**src/rtl/camera_capture_param.sv**
```systemverilog
// camera_capture_param: DVP camera capture front end in the pixel-clock domain.
// Assembles 1 or 2 bytes per pixel, tags each pixel with x/y, checks frame geometry.
// Ports: p_clock_in/rst_in (async, active-high); vsync_in, href_in, p_data_in from the camera;
// arm_in (single shot), continuous_in; pixel_data/valid/x/y_out toward the frame buffer;
// frame_done_out/frame_error_out per captured frame; busy_out whenever not idle.
module camera_capture_param #(
  parameter int BYTES_PER_PIXEL = 2,
  parameter bit MSB_FIRST = 1'b1,
  parameter int H_PIXELS = 320,
  parameter int V_LINES = 240,
  parameter int COORD_W = 10
) (
  input  logic                         p_clock_in,
  input  logic                         rst_in,
  input  logic                         vsync_in,
  input  logic                         href_in,
  input  logic [7:0]                   p_data_in,
  input  logic                         arm_in,
  input  logic                         continuous_in,
  output logic [8*BYTES_PER_PIXEL-1:0] pixel_data_out,
  output logic                         pixel_valid_out,
  output logic [COORD_W-1:0]           pixel_x_out,
  output logic [COORD_W-1:0]           pixel_y_out,
  output logic                         frame_done_out,
  output logic                         frame_error_out,
  output logic                         busy_out
);
  typedef enum logic [1:0] {IDLE, SYNC, WAIT_START, CAPTURE} state_t;
  localparam logic [COORD_W-1:0] H_MAX = COORD_W'(H_PIXELS);
  localparam logic [COORD_W-1:0] V_MAX = COORD_W'(V_LINES);
  localparam logic PH_LAST = 1'(BYTES_PER_PIXEL - 1);
  state_t state, state_nxt;
  logic href_q, phase, err, ph, pix_last, capturing, line_end;
  logic [COORD_W-1:0] x, y;
  logic [8*BYTES_PER_PIXEL-1:0] pix;
  // vsync has priority: a byte arriving with vsync high is never processed
  assign capturing = state == CAPTURE && !vsync_in;
  assign ph = (href_in && !href_q) ? 1'b0 : phase;
  assign pix_last = ph == PH_LAST;
  assign line_end = capturing && !href_in && href_q;
  assign busy_out = state != IDLE;
  if (BYTES_PER_PIXEL == 2) begin : g_two
    logic [7:0] first_byte;
    always_ff @(posedge p_clock_in or posedge rst_in)
      if (rst_in) first_byte <= '0;
      else if (capturing && href_in && !pix_last) first_byte <= p_data_in;
    assign pix = MSB_FIRST ? {first_byte, p_data_in} : {p_data_in, first_byte};
  end else begin : g_one
    assign pix = p_data_in;
  end
  always_ff @(posedge p_clock_in or posedge rst_in)
    if (rst_in) state <= IDLE;
    else state <= state_nxt;
  always_comb begin
    state_nxt = state;
    case (state)
      IDLE:       state_nxt = (arm_in || continuous_in) ? SYNC : IDLE;
      SYNC:       state_nxt = vsync_in ? WAIT_START : SYNC;
      WAIT_START: state_nxt = vsync_in ? WAIT_START : CAPTURE;
      default:    state_nxt = !vsync_in ? CAPTURE : continuous_in ? WAIT_START : IDLE;
    endcase
  end
  always_ff @(posedge p_clock_in or posedge rst_in) begin
    if (rst_in) begin
      href_q <= 1'b0;
      phase <= 1'b0;
      err <= 1'b0;
      x <= '0;
      y <= '0;
      pixel_data_out <= '0;
      pixel_valid_out <= 1'b0;
      pixel_x_out <= '0;
      pixel_y_out <= '0;
      frame_done_out <= 1'b0;
      frame_error_out <= 1'b0;
    end else begin
      href_q <= href_in;
      pixel_valid_out <= 1'b0;
      frame_done_out <= 1'b0;
      frame_error_out <= 1'b0;
      if (state == WAIT_START && !vsync_in) begin
        x <= '0;
        y <= '0;
        phase <= 1'b0;
        err <= 1'b0;
      end
      if (state == CAPTURE && vsync_in) begin
        frame_done_out <= 1'b1;
        frame_error_out <= err || y != V_MAX;
      end
      if (capturing && href_in) begin
        phase <= pix_last ? 1'b0 : ph + 1'b1;
        if (pix_last) begin
          if (x < H_MAX && y < V_MAX) begin
            pixel_valid_out <= 1'b1;
            pixel_data_out <= pix;
            pixel_x_out <= x;
            pixel_y_out <= y;
          end else err <= 1'b1;
          if (x != H_MAX) x <= x + 1'b1;
        end
      end
      // a short line, an over-long line or a dangling partial pixel all flag the frame
      if (line_end) begin
        if (x != H_MAX || phase) err <= 1'b1;
        x <= '0;
        phase <= 1'b0;
        if (y != V_MAX) y <= y + 1'b1;
      end
    end
  end
endmodule

```
**config.mk**
```make
export PLATFORM = sky130hd
export DESIGN_NAME = camera_capture_param
export DESIGN_NICKNAME = d
export VERILOG_FILES = /design/src/rtl/camera_capture_param.sv
export SDC_FILE = /design/constraint.sdc
export NUM_CORES = 1
export LEC_CHECK = 0
export CORE_MARGIN = 8
export CORE_UTILIZATION = 46
export CTS_CLUSTER_SIZE = 10
export DETAILED_ROUTE_END_ITERATION = 8
export HOLD_SLACK_MARGIN = 0.1
export PLACE_DENSITY = 0.73
export SYNTH_ARGS = -nofsm -noshare
export SYNTH_HDL_FRONTEND = slang
export SYNTH_SLANG_ARGS = --single-unit
export TNS_END_PERCENT = 5
```
**constraint.sdc**
```tcl
create_clock -name p_clock_in -period 1.9 [get_ports p_clock_in]
set_input_delay 0.19 -clock p_clock_in [delete_from_list [all_inputs] [get_ports p_clock_in]]
set_output_delay 0.19 -clock p_clock_in [all_outputs]
set_load 0.05 [all_outputs]
```
**Run 1: drive-strength map**

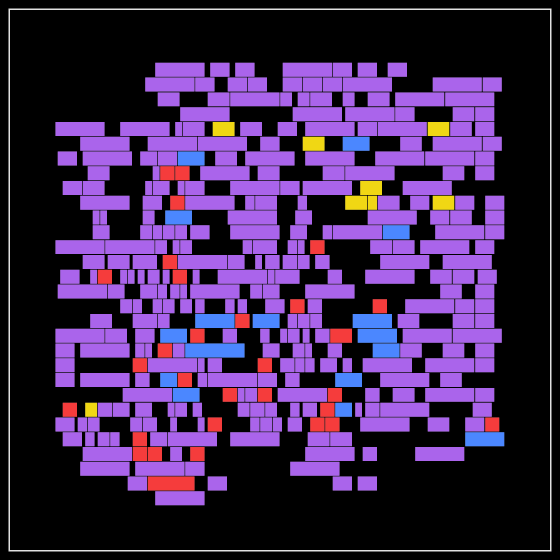
[purple] _0 and _1 cells | cells: 289 | most used: dfrtp_1
[yellow] _2 cells | cells: 8 | most used: mux2_2
[blue] _6 and larger | cells: 16 | most used: clkbuf_8
[red] _3 and _4 cells | cells: 30 | most used: buf_4

**Run 1: metal 1**

Cells faint in the background.
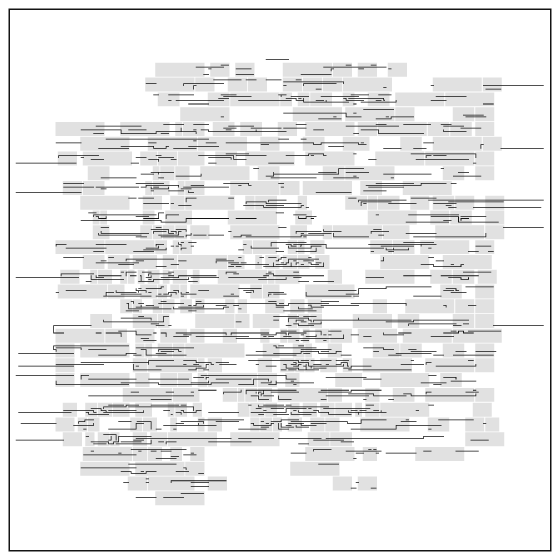
main direction: horizontal
nets with wire on the layer: 319

**Run 1: routing congestion map**

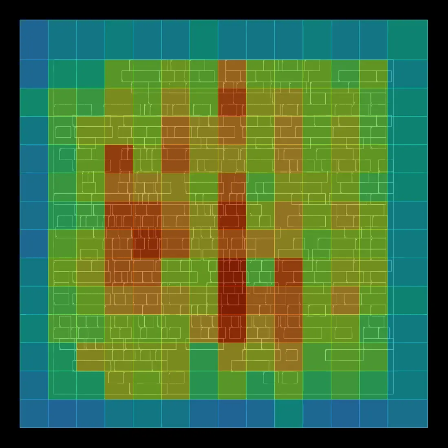
GRT Total Usage: 0.145
WL per Instance: 15.8 um
Util after Layout: 0.625
met3 usage: 0.0440
met1 Resource Use GR: 0.175

==> results.tsv, run 1 <==
metric	value	unit
status	completed	
fin_crit_sh	0.938	
cts_setup_buffers	0	
firstDrtPassIters	4	
warnings	28	
drc	0	
areaGrowthSynthToFinish	31.9	%
cts-root-buf	clkbuf_8	
top_area_cell	dfrtp_1	
crit_chain	and4_1, nand3b_1, nor2_4, buf_12, mux2_1	
worst_path_dominant_cell_family	simple AND/OR/NAND/NOR gates	
io_pins	54	
hold_violations	0	
dieWidth	99.4	um
die_h	99.4	um
cp_max_fo	18	
grt_pass1_wl	11600	um
gp_congestion	0.893	
clock-sinks	72	
layout_top_cell	dfrtp_1	
ant_nets	0	
finClkSkew	6.16	ps
r2r_cells	5	
peakVddDrop	0.000574	V
slew-limit-headroom	0.651	
cts_hold_buffers	0	
hold_class	input port to asynchronous set/reset pin	
final_nets	356	
flop_area	1800	um2
yosys.cell_types.count	48	
final-comb-area	1300	um2
synth_area	3200	um2
tightest_slew	522	ps
cp.required	2120	ps
yosys_area	3200	um2
chipArea	9880	um2
path_buffers	1	
cp_slowest_stage_delay	430	ps
h-tree-depth	3	
fin_crit	1780	ps
r2r-start	y[5]	
drt_iter0_drc	117	
row_count	30	
==> run 1: area by class of cell <==
type                    count  area share
flip-flops and latches     72       0.427
clock inverters             6      0.0160
repair buffers             81       0.187
inverters                   9     0.00889
well taps                  80      0.0237
clock buffers              10      0.0302
multi-input cells         165       0.307
==> run 1: tightest hold or removal path: stages <==
cell,delay (ps)
clkdlybuf4s50_1,440
clkinvlp_4,90
buf_12,320
==> run 1: where the power goes <==
part           internal [mW]  switching [mW]
sequential              1.84           0.173
combinational          0.611           0.989
clock                  0.613           0.579
total                   3.07            1.74
==> run 1: sequential cells by signal, indices dropped and copies added, names as in the netlist <==
register / cells
err: 1
frame_done_out: 1
frame_error_out: 1
g_two.first_byte: 8
href_q: 1
phase: 1
pixel_data_out: 16
pixel_valid_out: 1
pixel_x_out: 10
pixel_y_out: 10
state: 2
x: 10
y: 10
==> run 1: how the worst max path moves through the flow <==
stage,startpoint,end,slack [ps],depth (start not counted)
6_report,y[5],pixel_y_out[3],120,5
5_1_grt,x[2],x[2],30,5
4_1_cts,y[5],pixel_y_out[6],100,5
3_5_place_dp,href_in,x[6],-120,6
3_3_place_gp,href_in,x[6],-70,6
2_1_floorplan,state[0],pixel_data_out[0],60,7
==> run 1: cell usage after synthesis (all sizes together) (3+ instances only) <==
cell	count
nor3	3
or4	4
a31oi	5
a21oi	11
inv	9
nor2	6
nand2	13
ha	4
nand4b	4
clkbuf	4
nor4	4
xor2	3
mux2	42
dfrtp	72
o211ai	6
and3	4
nor2b	5
mux2i	5
nand4	5
buf	8
nand3	11
==> run 1: stage by stage <==
stage	cell area (um2)	power [mW]	std cells	worst slack, ps
floorplan	3200	3.06	258	64.1
global placement	4030	3.62	407	-68.3
detailed placement	4030	3.67	407	-117
CTS	4220	4.87	423	104
global route	4220	5.05	423	25.7
finish	4220	4.81	423	117
==> run 1: layer usage <==
metal	GRT usage	vias up	wire [um]
li1	-	1105	-
met1	0.175	1139	2990
met2	0.238	58	3270
met3	0.0440	6	370
met4	0.0547	0	70
met5	0	-	0
==> run 1: logic make-up (layout without fill, tap and decap cells) <==
group           Yosys count  count (layout)  synth area share
compound gates           37              37            0.0758
xor+xnor                  3               3           0.00821
fa+ha+maj                 4               4            0.0156
buf+inv                  21             106            0.0317
flops                    72              72             0.563
mux                      47              47             0.163
simple gates             74              74             0.142
--- run 2 (diff from run 1) ---
--- a/config.mk
+++ b/config.mk
@@ -6,11 +6,11 @@
 export NUM_CORES = 1
 export LEC_CHECK = 0
 export CORE_MARGIN = 8
-export CORE_UTILIZATION = 46
+export CORE_UTILIZATION = 48
 export CTS_CLUSTER_SIZE = 10
 export DETAILED_ROUTE_END_ITERATION = 8
 export HOLD_SLACK_MARGIN = 0.1
-export PLACE_DENSITY = 0.73
+export PLACE_DENSITY = 0.76
 export SYNTH_ARGS = -nofsm -noshare
 export SYNTH_HDL_FRONTEND = slang
 export SYNTH_SLANG_ARGS = --single-unit
**Run 2: M2 wires**

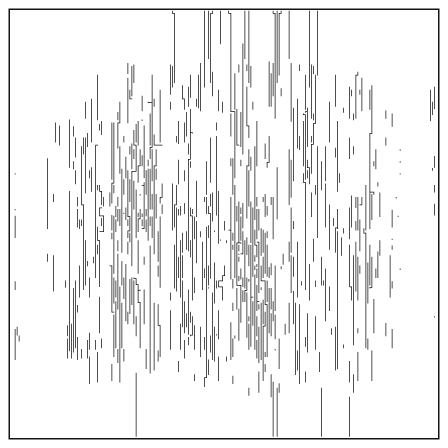
nets with wire on the layer: 331
main direction: vertical
longest straight run: 36.4 um
wire length on this layer: 3,460 um
share of all routed wire: 49%

==> results.tsv, run 2 <==
metric	value	unit	change
antenna_found_initial	0		
cp_max_fo	5		-13
areaGrowthSynthToFinish	32.8	%	
warnings	28		unchanged
grt_pass1_wl	12500	um	+7.2%
crit_chain	nand2_1, or2_1, buf_4, or4_1, a21oi_1		
cts_setup_buffers	0		unchanged
fin_crit	1780	ps	-3.35 ps
largest_reg_flops	16		unchanged
worst_path_dominant_cell_family	simple AND/OR/NAND/NOR gates		
hold_class	input port to asynchronous set/reset pin		
top_cell	dfrtp_1		
cp.required	2170	ps	+50 ps
status	completed		
synthTopCellsByCount	72 x dfrtp_1, 36 x mux2_1, 13 x nand2_1		
post-dp-hpwl	5280	um	
finalPower	4.84	mW	+0.78%
cts-root-buf	clkbuf_8		
chipArea	9540	um2	-3.5%
drt_iter0_drc	112		-4.3%
firstDrtPassIters	4		unchanged
r2r_cells	5		unchanged
yosys_area	3200	um2	unchanged
path_buffers	1		unchanged
gp_congestion	0.889		-0.45%
r2r-start	phase		
setup_viol	0		
ant_nets	0		unchanged
regMostFlops	pixel_data_out		
timing.critical_path.from_type	flop		
top_cells_by_area	dfrtp_1 56%, mux2_1 13%, mux2_2 2.1%		
final_nets	357		+0.28%
path_class	flop to flop		
io_pins	54		unchanged
drc	0		unchanged
synth_area	3200	um2	unchanged
cts_hold_buffers	0		unchanged
wl_per_cell	16.9	um	+6.8%
slew-limit-headroom	0.637		-0.0138
layout_top_cell	dfrtp_1		
peakVddDrop	0.000971	V	+69%
track_usage	0.158		+0.0130
numPortBuffers	53		
fin_crit_sh	0.936		-0.00176
hold_violations	0		unchanged
clock-sinks	72		unchanged
dieWidth	97.7	um	-1.8%
die_h	97.7	um	-1.8%
yosys.cell_types.count	48		unchanged
run 2: worst register-to-register path, delay by kind of cell (launching register included):
family	cells	cell delay [ps]
AND/OR/NAND/NOR	3	980
flip-flops	1	400
buffers and inverters	1	180
AND-OR/OR-AND	1	150
run 2: worst max path at each step:
stage                        start           endpoint  slack (ps)  depth (start not counted)
after floorplan           state[0]  pixel_data_out[0]          60                          7
after global placement     href_in               x[8]         -90                          6
after detailed placement  vsync_in               x[8]        -140                          6
after CTS                    phase               x[8]         110                          5
after global routing          x[6]  pixel_data_out[3]           7                          5
final                        phase               x[7]         120                          5
run 2: cells by family after synthesis:
group                      count (synthesis)  synth area share
xor gates and xnor gates                   3           0.00821
DFF                                       72             0.563
buffers and inverters                     21            0.0317
AOI/OAI and AO/OA                         37            0.0758
adders and majority gates                  4            0.0156
muxes                                     47             0.163
and+or+nand+nor                           74             0.142
run 2: stage by stage:
stage          setup TNS [ps]  cells  cell area (um2)  setup WS, ps  utilization
2_1_floorplan               0    258             3200          64.1            -
3_3_place_gp            -1800    405             4050         -90.3        0.635
3_5_place_dp            -3590    405             4050          -142        0.635
4_1_cts                     0    421             4250           109        0.665
5_1_grt                     0    421             4250          6.91        0.665
6_report                    0    421             4250           121        0.665
run 2: layout make-up:
cell class / count / area [um2] / share of cell area
clock buffers: 10 / 128 / 0.0300
clock inverters: 6 / 67.6 / 0.0159
inverters: 9 / 37.5 / 0.00883
multi-input cells: 165 / 1300 / 0.305
flip-flops and latches: 72 / 1800 / 0.424
well taps: 77 / 96.3 / 0.0227
repair buffers: 82 / 821 / 0.193
run 2: per-layer routing:
layer / wire length, um / GRT usage / vias up
met5: 0 / 0 / -
met4: 71 / 0.0606 / 0
met3: 419 / 0.0477 / 8
met2: 3460 / 0.258 / 71
met1: 3160 / 0.191 / 1176
li1: - / - / 1104
run 2: report_power, final:
group / leakage, nW / internal, mW / switching (mW)
Combinational: 0.911 / 0.620 / 0.995
Sequential: 0.961 / 1.84 / 0.180
Clock: 0.0933 / 0.614 / 0.593
Total: 1.97 / 3.08 / 1.77
--- run 3 (diff from run 2) ---
--- a/config.mk
+++ b/config.mk
@@ -11,6 +11,7 @@
 export DETAILED_ROUTE_END_ITERATION = 8
 export HOLD_SLACK_MARGIN = 0.1
 export PLACE_DENSITY = 0.76
+export SETUP_SLACK_MARGIN = 0.5
 export SYNTH_ARGS = -nofsm -noshare
 export SYNTH_HDL_FRONTEND = slang
 export SYNTH_SLANG_ARGS = --single-unit
**Run 3: M2 wires**

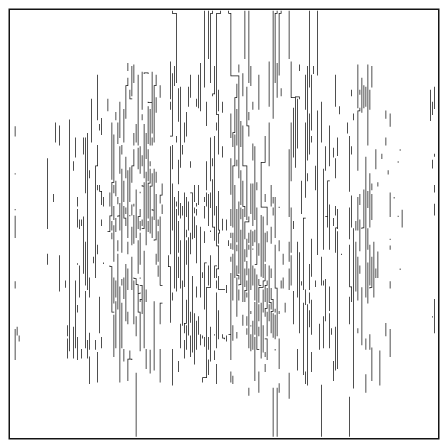
wire length on this layer: 3,810 um
nets with wire on the layer: 356
main direction: vertical

==> results.tsv, run 3 <==
metric	value	unit	change
areaGrowthSynthToFinish	41.2	%	
cts-root-buf	clkbuf_8		
hold_class	input port to asynchronous set/reset pin		
yosys.cell_types.count	48		unchanged
firstDrtPassIters	4		unchanged
post-dp-hpwl	5280	um	unchanged
worst_path_dominant_cell_family	simple AND/OR/NAND/NOR gates		
die_h	97.7	um	unchanged
io_pins	54		unchanged
r2r_cells	6		+1
cp.required	2130	ps	-40 ps
top_cell	dfrtp_1		
grt_pass1_wl	13200	um	+6.1%
final_nets	381		+6.7%
antenna_found_initial	0		unchanged
timing.critical_path.from_type	flop		
status	completed		
startpoint	y[5]		
wl_per_cell	17.4	um	+3.0%
dp_slack	-142	ps	unchanged
ant_nets	0		unchanged
endpoint	pixel_data_out[1]		
gp_congestion	0.889		unchanged
drt_iter0_drc	159		+42%
path_depth	6		+1
setup-tns-final	0	ps	unchanged
top_cells_by_area	dfrtp_1 56%, mux2_1 13%, mux2_2 2.1%		
r2r-start	y[5]		
fin_crit_sh	0.886		-0.0504
-- run 3: cell counts after synthesis --
No cell type changed its count.
-- run 3: layout make-up --
| type | instances | share of cell area |
|---|---|---|
| Timing Repair Buffer | 106 | 0.230 |
| Inverter | 9 | 0.00831 |
| Multi-Input combinational cell | 165 | 0.297 |
| Tap cell | 77 | 0.0213 |
| Sequential cell | 72 | 0.400 |
| Clock buffer | 10 | 0.0282 |
| Clock inverter | 6 | 0.0150 |
-- run 3: worst reg2reg max path, delay by kind of cell, from the launching register on --
| family | cells | cell delay [ps] |
|---|---|---|
| AND/OR/NAND/NOR | 3 | 560 |
| buffers and inverters | 2 | 280 |
| flip-flops | 1 | 400 |
| multiplexers | 1 | 320 |
-- run 3: stage by stage --
step / cells / instance area, um2 / hold WS [ps]
CTS: 436 / 4410 / 251
global route: 445 / 4520 / 277
global placement: 405 / 4050 / 463
detailed placement: 405 / 4050 / 474
floorplan: 258 / 3200 / 221
finish: 445 / 4520 / 244
-- run 3: routing by layer --
metal	routed length, um	global-route usage	share of wire	vias to the layer above
met5	0	0	0	-
met4	111	0.0676	0.014	0
met3	466	0.0469	0.060	11
met2	3810	0.281	0.49	90
met1	3360	0.201	0.43	1240
li1	-	-	-	1155
-- run 3: power by group --
group	switching [mW]	internal, mW
Sequential	0.173	1.84
Clock	0.598	0.614
Combinational	1.02	0.569
-- run 3: worst min-delay path by stage --
stage,cells past startpoint,slack (ps),endpoint,from
floorplan,0,220,href_q,href_in
global placement,1,460,pixel_data_out[15],g_two.first_byte[7]
detailed placement,1,470,pixel_x_out[2],pixel_x_out[2]
CTS,2,250,x[0],rst_in
global route,2,280,pixel_data_out[10],rst_in
finish,2,240,x[0],rst_in
-- run 3: cells by family (layout without fill, tap and decap cells) --
logic type,Yosys count,in the layout,synth area share
AND/OR/NAND/NOR,74,74,0.142
flip-flops,72,72,0.563
multiplexers,47,47,0.163
AND-OR/OR-AND,37,37,0.0758
buffers and inverters,21,131,0.0317
adder cells (fa/ha/maj),4,4,0.0156
XOR/XNOR,3,3,0.00821
-- run 3: timing repair --
item	in CTS	in global routing
endpoints found under the hold margin	0	0
setup buffers	13	8
gates resized	48	8
endpoints found under the setup margin	102	105
pin swaps	6	7
cloned	2	1

==> screenshots <==
Local utilization.
Scale bar: 20 um. The die is cut into 10 by 10 equal tiles; dark blue is low, red is high, 0 to 100% covered.
image #1
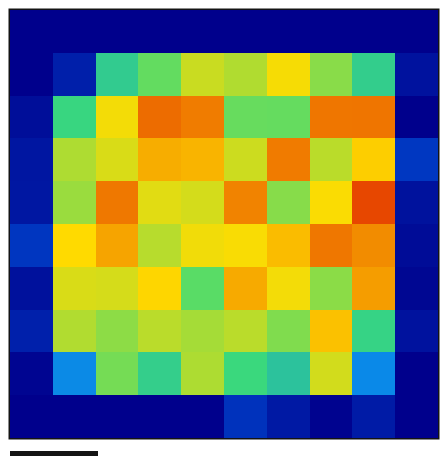
image #2
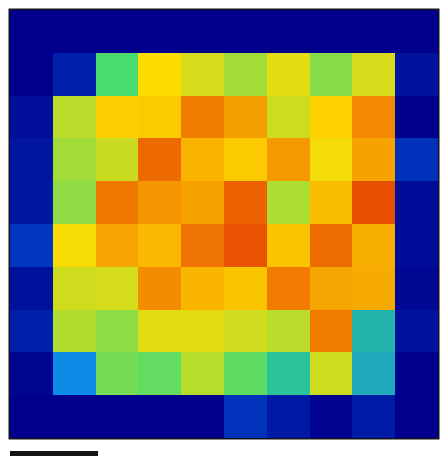
image #3
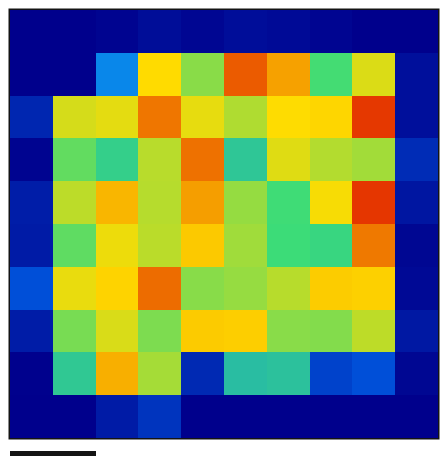
| from | picture |
|---|---|
| run 2 | image #1 |
| run 3 | image #2 |
| run 1 | image #3 |

Key to image #3:
nearly empty tiles: 22%
tiles over 75% full: 19%
mean over tiles: 42%
fullest tile: 94%

No activity file was given, so power comes from the tool's default toggle rates.
